**config.mk**
```make
export PLATFORM = sky130hd
export DESIGN_NAME = seg7_scan_mux
export DESIGN_NICKNAME = d
export VERILOG_FILES = /design/src/rtl/seg7_pkg.sv /design/src/rtl/seg7_decode.sv /design/src/rtl/seg7_scan_mux.sv
export SDC_FILE = /design/constraint.sdc
export NUM_CORES = 1
export LEC_CHECK = 0
export ABC_AREA = 1
export ABC_CLOCK_PERIOD_IN_PS = 1900
export CORE_MARGIN = 5
export CORE_UTILIZATION = 30
export CTS_BUF_LIST = sky130_fd_sc_hd__clkbuf_16
export DETAILED_ROUTE_END_ITERATION = 10
export SLEW_MARGIN = 0
export SYNTH_ARGS = -nofsm -noshare
export SYNTH_HDL_FRONTEND = slang
export SYNTH_SLANG_ARGS = --single-unit
```
**constraint.sdc**
```tcl
create_clock -name clk -period 1.9 [get_ports clk]
set_input_delay 0.57 -clock clk [delete_from_list [all_inputs] [get_ports clk]]
set_output_delay 0.57 -clock clk [all_outputs]
set_load 0.03 [all_outputs]
```
**src/rtl/seg7_pkg.sv**
```systemverilog
// Shared constants for the seven-segment scan driver: active-low segment table,
// blank pattern and digit-index width helper.
package seg7_pkg;

    localparam logic [7:0] SEG_BLANK = 8'hFF;

    // Active-low {a,b,c,d,e,f,g} for hex digits 0..F
    localparam logic [6:0] SEG_TABLE [16] = '{
        7'b0000001, 7'b1001111, 7'b0010010, 7'b0000110,
        7'b1001100, 7'b0100100, 7'b0100000, 7'b0001111,
        7'b0000000, 7'b0000100, 7'b0001000, 7'b1100000,
        7'b0110001, 7'b1000010, 7'b0110000, 7'b0111000
    };

    function automatic int seg7_idx_width(input int n);
        return (n <= 2) ? 1 : $clog2(n);
    endfunction

endpackage

```
**src/rtl/seg7_decode.sv**
```systemverilog
// Combinational hex nibble to active-low seven-segment lookup.
module seg7_decode
    import seg7_pkg::*;
(
    input  logic [3:0] nibble,
    output logic [6:0] seg
);

    assign seg = SEG_TABLE[nibble];

endmodule

```
**src/rtl/seg7_scan_mux.sv**
```systemverilog
// N-digit time-multiplexed seven-segment driver with frame-synchronous loads and PWM brightness.
// Optional leading-zero blanking is built when SEG7_LEADING_ZERO_BLANK_EN is defined.
module seg7_scan_mux
    import seg7_pkg::*;
#(
    parameter int NUM_DIGITS = 4,
    parameter int DIV_WIDTH  = 10,
    parameter int BRIGHT_W   = 3
) (
    input  logic                    clk,
    input  logic                    rst,
    input  logic [4*NUM_DIGITS-1:0] value,
    input  logic [NUM_DIGITS-1:0]   dp_mask,
    input  logic [BRIGHT_W-1:0]     brightness,
    input  logic                    load,
    output logic [7:0]              segments,
    output logic [NUM_DIGITS-1:0]   digits,
    output logic                    frame_done,
    output logic                    pending
);

    localparam int IDX_W = seg7_idx_width(NUM_DIGITS);
    localparam logic [IDX_W-1:0] LAST_IDX = IDX_W'(NUM_DIGITS - 1);

    logic [DIV_WIDTH-1:0]    prescaler;
    logic [IDX_W-1:0]        index;
    logic                    tick;
    logic                    wrap;

    logic [4*NUM_DIGITS-1:0] stg_value, disp_value;
    logic [NUM_DIGITS-1:0]   stg_dp, disp_dp;
    logic [BRIGHT_W-1:0]     stg_bright, disp_bright;

    logic [BRIGHT_W-1:0]     phase;
    logic                    lit;
    logic [3:0]              nibble;
    logic [6:0]              seg7;
    logic [7:0]              seg_next;
    logic [NUM_DIGITS-1:0]   dig_next;

    assign tick = &prescaler;
    assign wrap = tick && (index == LAST_IDX);

    always_ff @(posedge clk or negedge rst) begin
        if (!rst) begin
            prescaler   <= '0;
            index       <= '0;
            frame_done  <= 1'b0;
            pending     <= 1'b0;
            stg_value   <= '0;
            stg_dp      <= '0;
            stg_bright  <= '0;
            disp_value  <= '0;
            disp_dp     <= '0;
            disp_bright <= '1;
        end else begin
            prescaler  <= prescaler + DIV_WIDTH'(1);
            frame_done <= wrap;
            if (tick) begin
                index <= wrap ? '0 : index + IDX_W'(1);
            end
            // A load coinciding with wrap stays pending; the older staging goes out now.
            if (wrap && pending) begin
                disp_value  <= stg_value;
                disp_dp     <= stg_dp;
                disp_bright <= stg_bright;
            end
            if (load) begin
                stg_value  <= value;
                stg_dp     <= dp_mask;
                stg_bright <= brightness;
            end
            pending <= load || (pending && !wrap);
        end
    end

    assign phase  = prescaler[DIV_WIDTH-1 -: BRIGHT_W];
    assign lit    = (phase <= disp_bright);
    assign nibble = disp_value[{index, 2'b00} +: 4];

    seg7_decode u_decode (
        .nibble (nibble),
        .seg    (seg7)
    );

`ifdef SEG7_LEADING_ZERO_BLANK_EN
    logic [NUM_DIGITS-1:0] lz_blank;

    // Digit i blanks when it and every digit to its left hold zero and its dp is off.
    always_comb begin
        logic upper_zero;
        upper_zero = 1'b1;
        lz_blank   = '0;
        for (int i = NUM_DIGITS - 1; i > 0; i--) begin
            upper_zero  = upper_zero && (disp_value[4*i +: 4] == 4'h0);
            lz_blank[i] = upper_zero && !disp_dp[i];
        end
    end
`endif

    always_comb begin
        seg_next = SEG_BLANK;
        dig_next = '1;
        if (lit) begin
            dig_next = ~(NUM_DIGITS'(1) << index);
            seg_next = {seg7, ~disp_dp[index]};
`ifdef SEG7_LEADING_ZERO_BLANK_EN
            if (lz_blank[index]) begin
                seg_next = SEG_BLANK;
            end
`endif
        end
    end

    always_ff @(posedge clk or negedge rst) begin
        if (!rst) begin
            segments <= SEG_BLANK;
            digits   <= '1;
        end else begin
            segments <= seg_next;
            digits   <= dig_next;
        end
    end

endmodule

```
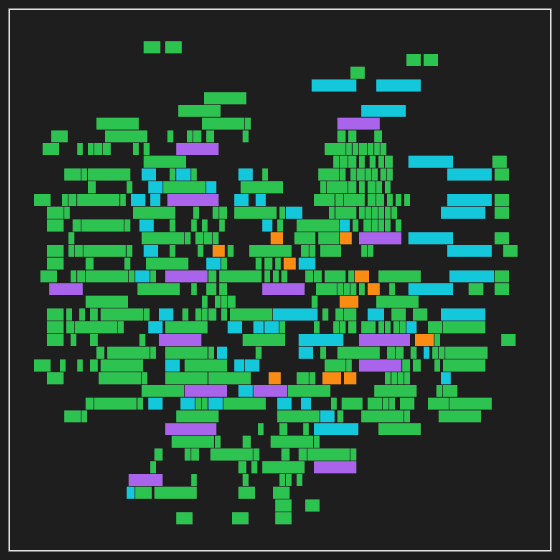
**Above:** run 1 (drive-strength map).
legend:
  drive 1 or less:
    color: green
    cells: 325
  drive 2:
    color: cyan
    cells: 54
  drive 3 to 4:
    color: orange
    cells: 11
  drive 6 and up:
    color: purple
    cells: 15

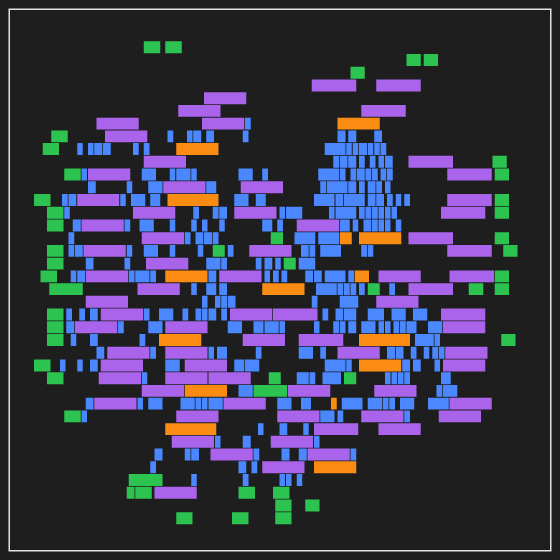
**Above:** run 1 (placed cells, one color a class).
legend:
  other buffers and delay cells:
    color: green
    cells: 48
    share_of_their_area: 12%
  all other logic:
    color: blue
    cells: 270
    share_of_their_area: 35%
  flip-flops:
    color: purple
    cells: 72
    share_of_their_area: 45%
  clock drivers and dummy loads:
    color: orange
    cells: 15
    share_of_their_area: 8.3%

==> impl_metrics.ini, run 1 <==
; yosys + openroad results
[outcome]
status = complete, no violations

[yosys]
synth_nets = 393
edf_count = 0
postSynthSeqShare = 0.546

[min_path]
hold_path_class = in -> async

[pwr]
pwr-share-seq = 0.435
comb_power_share = 0.046
p_clk_frac = 0.519
vdd_drop_max_mv = 0.335
p_leak_nw = 2.05

[global_routing]
grt_max_degree = 73
grt_overflow = 0
track_usage = 0.101

[clock_network]
h-tree-depth = 3
cts_root_buf = clkbuf_16
clk_path_buf_depth = 2
postCtsSetupRepairBufs = 0

[critical_path]
path_cells = dlygate4sd2_1
r2r_setup_slack_ns = 0.18
rr_endpoint = segments[3]$_DFF_PN1_
endpoint_kind = output port
crit_family = flip-flops
max_stage_delay_ns = 0.51

[cells_and_area]
antenna-diode-count = 0
post-route-util = 0.389

[routing]
ant_nets = 0
firstDrtPassIters = 4
vias = 2302

[final_timing]
finalClockSkew_ns = 0.0102
period_used_share = 0.946
max_slew_margin = 0.749
holdWs_ns = 0.257
tightest_slew_ns = 0.377

[floorplan]
die_area_sq_um = 13300
ioPinCount = 40
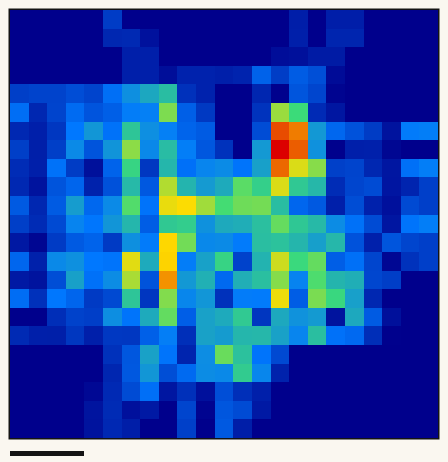
**Above:** run 1 (routed metal per tile).
The bar under the picture is 20 um long. The die is cut into 23 by 23 equal tiles; dark blue is low, red is high, scaled to the fullest tile. Values are wire area over tile area, all layers added.
mean over tiles: 0.073
emptiest ninth of the die: lower right
nearly empty tiles: 33%
tiles over half the peak: 6.8%
densest ninth of the die: center
fullest tile: 0.43

run 1: flip-flops by register name, summed over array words and instances, names as in the netlist:
signal and cells:
stg_bright 3, disp_dp 4, pending 1, stg_value 16, frame_done 1, digits 4, stg_dp 4, index 2
segments 8, disp_bright 3, prescaler 10, disp_value 16
run 1: layout make-up:
class	count	area, sq um
Tap cell	140	175
Multi-Input combinational cell	225	1260
Clock buffer	9	225
Timing Repair Buffer	48	473
Fill cell	1077	6650
Inverter	45	169
Sequential cell	72	1820
Clock inverter	6	110
run 1: placed cells by master, fill, tap and decap left out, types with 3 or more instances in the layout:
cell type,Yosys,routed
nand2_1,95,95
dfrtp_1,57,57
inv_1,43,44
o21ai_0,28,28
clkdlybuf4s50_1,0,24
o21ai_2,23,23
nand3_1,21,21
dfstp_2,15,15
ha_1,14,14
dlygate4sd2_1,0,14
nor2_1,12,12
nand2_2,10,10
clkbuf_16,0,9
xor2_1,6,6
buf_4,0,6
a21oi_1,3,3
nand3_2,3,3
bufinv_16,0,3
buf_12,0,3
run 1: cells by family (layout without fill, tap and decap cells):
| logic type | count (synthesis) | in the layout | share of synthesized area |
|---|---|---|---|
| flip-flops | 72 | 72 | 0.546 |
| buffers and inverters | 56 | 108 | 0.0747 |
| XOR/XNOR | 7 | 7 | 0.0184 |
| AND-OR/OR-AND | 57 | 57 | 0.113 |
| AND/OR/NAND/NOR | 147 | 147 | 0.195 |
| adder cells (fa/ha/maj) | 14 | 14 | 0.0526 |
run 1: timing repair:
| item | in CTS | in global routing |
|---|---|---|
| setup endpoints to repair | 14 | 0 |
| endpoints found under the hold margin | 0 | 0 |
| gates resized | 14 | 0 |
| hold buffers | 0 | 0 |
run 1: power by group through the flow:
stage,clock (W),sequential (W),combinational [W]
3_5_place_dp,0,0.00162,0.000173
3_3_place_gp,0,0.00161,0.000170
2_1_floorplan,0,0.00161,0.0000654
5_1_grt,0.00200,0.00159,0.000195
6_report,0.00189,0.00159,0.000168
4_1_cts,0.00194,0.00159,0.000174
run 1: worst max path at each step:
stage | slack [ns] | to | start | cells after the start
after floorplan | 0.27 | segments[3]$_DFF_PN1_ | disp_bright[2]$_DFFE_PN1P_ | 7
after global placement | 0.16 | segments[3] | segments[3]$_DFF_PN1_ | 1
after detailed placement | 0.17 | segments[5] | segments[5]$_DFF_PN1_ | 1
after CTS | 0.07 | segments[5] | segments[5]$_DFF_PN1_ | 1
after global routing | 0.006 | segments[3]$_DFF_PN1_ | disp_bright[2]$_DFFE_PN1P_ | 7
final | 0.10 | segments[5] | segments[5]$_DFF_PN1_ | 1
run 1: per-layer routing:
layer	wire length (um)	global-route usage	up-vias
li1	-	-	1208
met1	3070	0.139	1026
met2	2610	0.144	52
met3	251	0.0242	16
met4	180	0.0618	0
met5	0	0	-
run 1: worst reg2reg max path: stages (launching register included):
cell	delay, ns
dfstp_2	0.52
inv_1	0.04
ha_1	0.30
nand2_1	0.07
inv_1	0.04
a22oi_1	0.22
clkinv_1	0.28
nand3_1	0.17
**Run 1: routing congestion map**

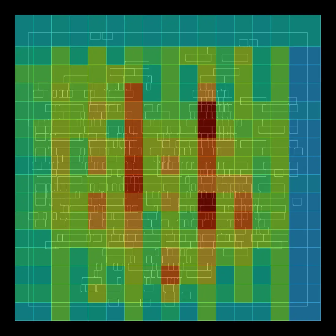

==> run 2, diff against run 1 <==
- CORE_UTILIZATION: 30 -> 55
- PLACE_DENSITY: default -> 0.79
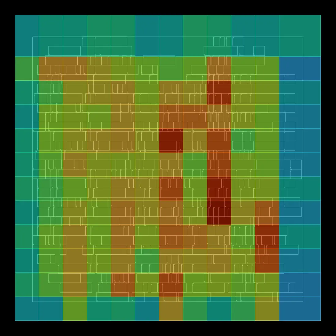
**Above:** run 2 (routing congestion map).
gr busiest metal: met2
Tot GR Track Use: 0.184

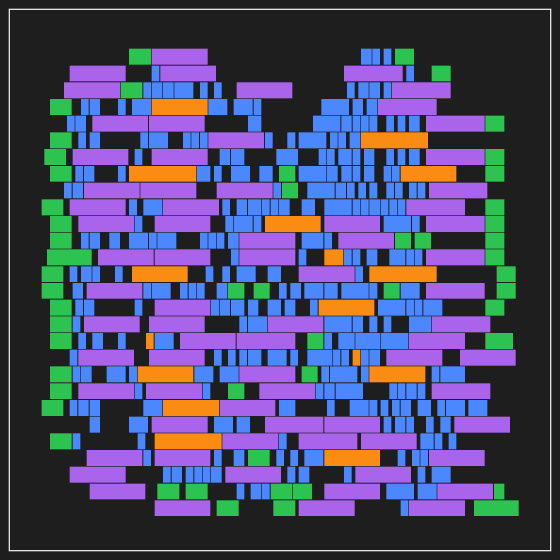
**Above:** run 2 (placed cells, one color a class).
Seq/total area: 0.433
row count: 28

==> impl_metrics.ini, run 2 <==
; yosys + openroad results
[pwr]
comb_power_share = 0.044
pwr-share-seq = 0.422
vdd_drop_max_mv = 0.575
p_leak_nw = 2.09
p_clk_frac = 0.534

[cells_and_area]
final_cell_mix = nand2_1, dfrtp_1, inv_1, o21ai_0, clkdlybuf4s50_1
lay_top_count = nand2_1
reg_top3 = disp_value: 16 flops, stg_value: 16 flops, prescaler: 10 flops

[floorplan]
ioPinCount = 40
die_area_sq_um = 7720

[yosys]
edf_count = 0

[outcome]
status = complete, no violations

[critical_path]
rr_endpoint = segments[7]$_DFF_PN1_
path_cells = dlygate4sd2_1
worst-path-stages = 1
max_stage_delay_ns = 0.51
endpoint_kind = output port

[final_timing]
finalClockSkew_ns = 0.00625
period_used_share = 0.945

[routing]
firstDrtPassIters = 4
ant_nets = 0

[min_path]
hold_path_class = in -> async

[clock_network]
postCtsHoldBufs = 0
cts_root_buf = clkbuf_16
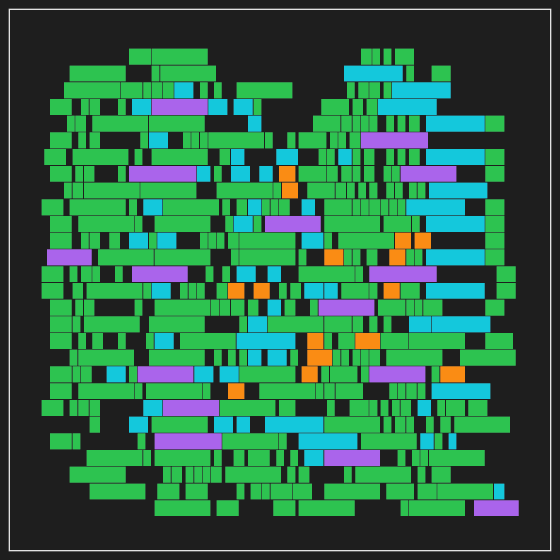
**Above:** run 2 (drive-strength map).
legend:
  drive 2:
    color: cyan
    cells: 57
  drive 6 and up:
    color: purple
    cells: 15
  drive 1 or less:
    color: green
    cells: 322
  drive 3 to 4:
    color: orange
    cells: 15

-- run 2: cell types whose count changed in the layout (fill, tap and decap cells not counted), sizes merged --
cell          previous run  this run
dlymetal6s2s             0         1
buf                     10        13
dlygate4sd2             14        13
bufinv                   3         4
-- run 2: kinds of logic (layout without fill, tap and decap cells) --
kind of cell	count (synthesis)	after routing	synth area share
AND/OR/NAND/NOR	147	147	0.195
adder cells (fa/ha/maj)	14	14	0.0526
XOR/XNOR	7	7	0.0184
flip-flops	72	72	0.546
AND-OR/OR-AND	57	57	0.113
buffers and inverters	56	112	0.0747
-- run 2: what timing repair did --
action / 4_1_cts / 5_1_grt
buffers inserted: 0 / 2
resized: 13 / 5
setup endpoints to repair: 13 / 6
pin swaps: 0 / 1
cloned: 0 / 0
-- run 2: worst register-to-register path: stages (launching register included) --
cell	delay (ns)
dfrtp_1	0.38
clkinvlp_4	0.21
nand2_2	0.11
nand3_1	0.09
nand2_2	0.15
inv_1	0.09
ha_1	0.25
nand3_1	0.13
nand2_1	0.10
nand2_1	0.07
nand3_1	0.07
-- run 2: worst max path at each step --
stage | start | endpoint | slack, ns
final | digits[3]$_DFF_PN1_ | digits[3] | 0.10
after global routing | index[0]$_DFFE_PN0P_ | segments[7]$_DFF_PN1_ | -0.02
after CTS | frame_done$_DFF_PN0_ | frame_done | 0.02
after global placement | index[0]$_DFFE_PN0P_ | segments[4]$_DFF_PN1_ | 0.18
after detailed placement | index[0]$_DFFE_PN0P_ | segments[4]$_DFF_PN1_ | 0.16
after floorplan | disp_bright[2]$_DFFE_PN1P_ | segments[3]$_DFF_PN1_ | 0.27
-- run 2: power by group through the flow --
stage / combinational, W / clock (W) / sequential [W]
after CTS: 0.000171 / 0.00204 / 0.00159
after floorplan: 0.0000654 / 0 / 0.00161
final: 0.000166 / 0.00201 / 0.00159
after detailed placement: 0.000170 / 0 / 0.00162
after global placement: 0.000165 / 0 / 0.00161
after global routing: 0.000193 / 0.00211 / 0.00159
-- run 2: routing by layer --
metal  routed length [um]  up-vias  track usage
met5                    0        -            0
met4                  114        0       0.0739
met3                  313       13       0.0405
met2                 2970       60        0.318
met1                 2680     1095        0.224
li1                     -     1212            -
-- run 2: layout make-up --
cell class	count	area (sq um)
Clock inverter	7	136
Multi-Input combinational cell	225	1270
Inverter	45	173
Timing Repair Buffer	51	487
Sequential cell	72	1820
Fill cell	452	1710
Tap cell	75	93.8
Clock buffer	9	225
-- run 2: metrics by stage --
stage          cell area (sq um)  power (W)  cells  hold WS [ns]
2_1_floorplan               3330    0.00168    353         0.274
3_3_place_gp                3830    0.00178    466         0.466
3_5_place_dp                3830    0.00179    466         0.471
4_1_cts                     4180    0.00380    482         0.273
5_1_grt                     4210    0.00389    484         0.305
6_report                    4210    0.00377    484         0.259
**Run 2: routed metal per tile**

The bar under the picture is 20 um long. The die is cut into 18 by 18 equal tiles; dark blue is low, red is high, scaled to the fullest tile. Values are wire area over tile area, all layers added.
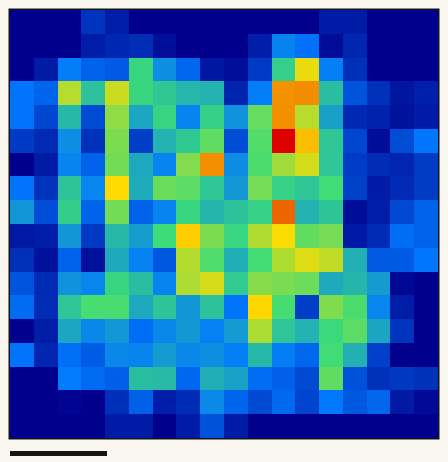

==> run 3, diff against run 2 <==
- MAX_ROUTING_LAYER: default -> met4
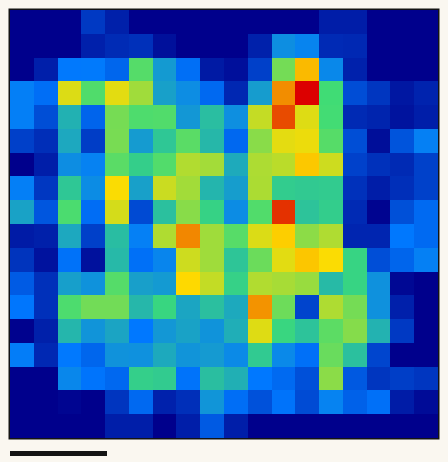
**Above:** run 3 (routed metal per tile).
The bar under the picture is 20 um long. The die is cut into 18 by 18 equal tiles; dark blue is low, red is high, scaled to the fullest tile. Values are wire area over tile area, all layers added.
densest ninth of the die: center
fullest tile: 0.43
nearly empty tiles: 17%
tiles over half the peak: 22%
mean over tiles: 0.12

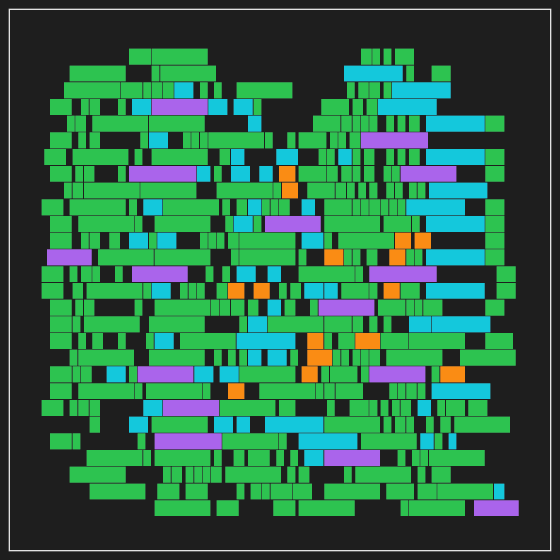
**Above:** run 3 (drive-strength map).
legend:
  drive 2:
    color: cyan
    cells: 57
  drive 6 and up:
    color: purple
    cells: 15
  drive 3 to 4:
    color: orange
    cells: 15
  drive 1 or less:
    color: green
    cells: 322

==> impl_metrics.ini, run 3 <==
; yosys + openroad results
[job]
warnings = 34

[cells_and_area]
reg_top3 = disp_value: 16 flops, stg_value: 16 flops, prescaler: 10 flops
post-route-cell-area_sq_um = 4210
final_cell_mix = nand2_1, dfrtp_1, inv_1, o21ai_0, clkdlybuf4s50_1
lay_top_count = nand2_1
antenna-diode-count = 0

[yosys]
synth_nets = 393
edf_count = 0
synth.distinct_cells = 26
synth.most_common_cell = nand2_1
postSynthSeqShare = 0.546

[critical_path]
endpoint_kind = output port
max_stage_delay_ns = 0.51
critical_path_required_ns = 1.33
path_cells = dlygate4sd2_1
rr_endpoint = segments[7]$_DFF_PN1_
r2r_setup_slack_ns = 0.15
crit_family = flip-flops

[placement]
gp_congestion = 0.909
postPlaceCellArea_sq_um = 3830

[clock_network]
cts_root_buf = clkbuf_16
h-tree-depth = 3
clk_path_buf_depth = 2

[global_routing]
grt_overflow = 0
grt_max_degree = 73

[pwr]
totalPowerFinal_w = 0.00377
p_leak_nw = 2.09
vdd_drop_max_mv = 0.576

[routing]
ant_nets = 0
drc_errors = 0
firstDrtPassIters = 5
vias = 2389

[final_timing]
max_slew_margin = 0.758
tightest_slew_ns = 0.363
period_used_share = 0.945
finalClockSkew_ns = 0.00627

[floorplan]
rows = 28
ioPinCount = 40
die_area_sq_um = 7720

[outcome]
status = complete, no violations

[min_path]
hold_path_class = in -> async
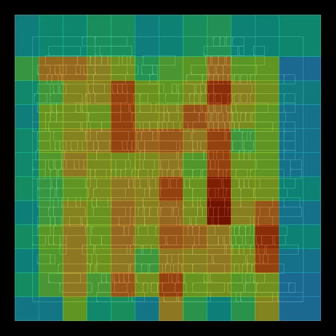
**Above:** run 3 (routing congestion map).
Util after Layout: 0.710
Tot GR Track Use: 0.190
wire length per cell: 12.5 um
met3 Use GR: 0.0405

-- run 3: cell counts after synthesis --
Identical to the previous run, type by type.
-- run 3: cells by family after synthesis --
kind of cell / share of synthesized area
buf+inv: 0.0747
flops: 0.546
compound gates: 0.113
fa+ha+maj: 0.0526
simple gates: 0.195
xor+xnor: 0.0184
-- run 3: cell type report --
| type | instances | area, sq um |
|---|---|---|
| flip-flops and latches | 72 | 1820 |
| fillers | 452 | 1710 |
| multi-input cells | 225 | 1270 |
| repair buffers | 51 | 487 |
| clock buffers | 9 | 225 |
| inverters | 45 | 173 |
| clock inverters | 7 | 136 |
| well taps | 75 | 93.8 |
-- run 3: worst max-delay path by stage --
stage	startpoint	to	slack, ns	cells past startpoint
after global routing	index[0]$_DFFE_PN0P_	segments[7]$_DFF_PN1_	-0.02	10
after CTS	frame_done$_DFF_PN0_	frame_done	0.02	1
final	digits[3]$_DFF_PN1_	digits[3]	0.10	1
after global placement	index[0]$_DFFE_PN0P_	segments[4]$_DFF_PN1_	0.18	10
after floorplan	disp_bright[2]$_DFFE_PN1P_	segments[3]$_DFF_PN1_	0.27	7
after detailed placement	index[0]$_DFFE_PN0P_	segments[4]$_DFF_PN1_	0.16	10
-- run 3: power by group --
| part | internal, W | leakage (nW) | switching (W) |
|---|---|---|---|
| Clock | 0.00141 | 0.182 | 0.000604 |
| Sequential | 0.00158 | 0.890 | 0.0000111 |
| Combinational | 0.0000719 | 1.02 | 0.0000936 |
-- run 3: stage by stage --
| step | setup slack [ns] | std cells | hold WS [ns] |
|---|---|---|---|
| finish | 0.104 | 484 | 0.257 |
| detailed placement | 0.157 | 466 | 0.471 |
| global route | -0.0213 | 484 | 0.305 |
| floorplan | 0.272 | 353 | 0.274 |
| CTS | 0.0154 | 482 | 0.273 |
| global placement | 0.176 | 466 | 0.466 |
-- run 3: timing repair --
item / CTS / global route
buffers inserted: 0 / 2
setup endpoints to repair: 13 / 6
endpoints found under the hold margin: 0 / 0
pin swaps: 0 / 1
gates resized: 13 / 5
-- run 3: metal layers --
| metal | vias up | wire [um] | share of wire | track usage |
|---|---|---|---|---|
| li1 | 1215 | - | - | - |
| met1 | 1115 | 2700 | 0.44 | 0.224 |
| met2 | 46 | 2990 | 0.49 | 0.318 |
| met3 | 13 | 268 | 0.044 | 0.0405 |
| met4 | 0 | 115 | 0.019 | 0.0739 |
| met5 | - | 0 | 0 | - |

==> layout pictures side by side <==
Cell area per tile.
panel A
The bar under the picture is 20 um long. The die is cut into 9 by 9 equal tiles; dark blue is low, red is high, 0 to 100% covered.
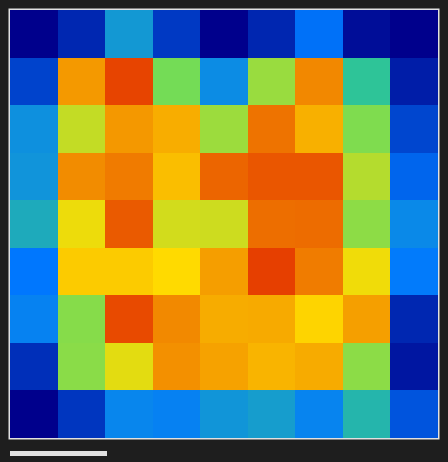
panel B
The bar under the picture is 20 um long. The die is cut into 12 by 12 equal tiles; dark blue is low, red is high, 0 to 100% covered.
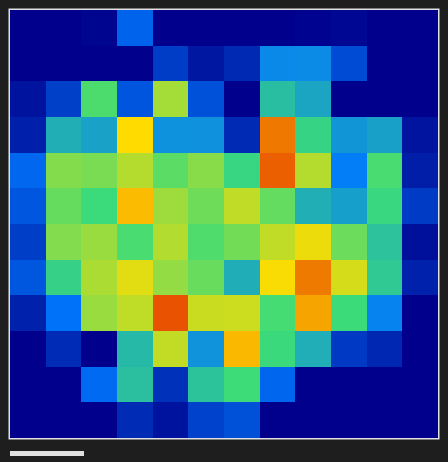
Run 3 is panel A.
Run 1 is panel B.

Power and IR drop assume default switching activity.
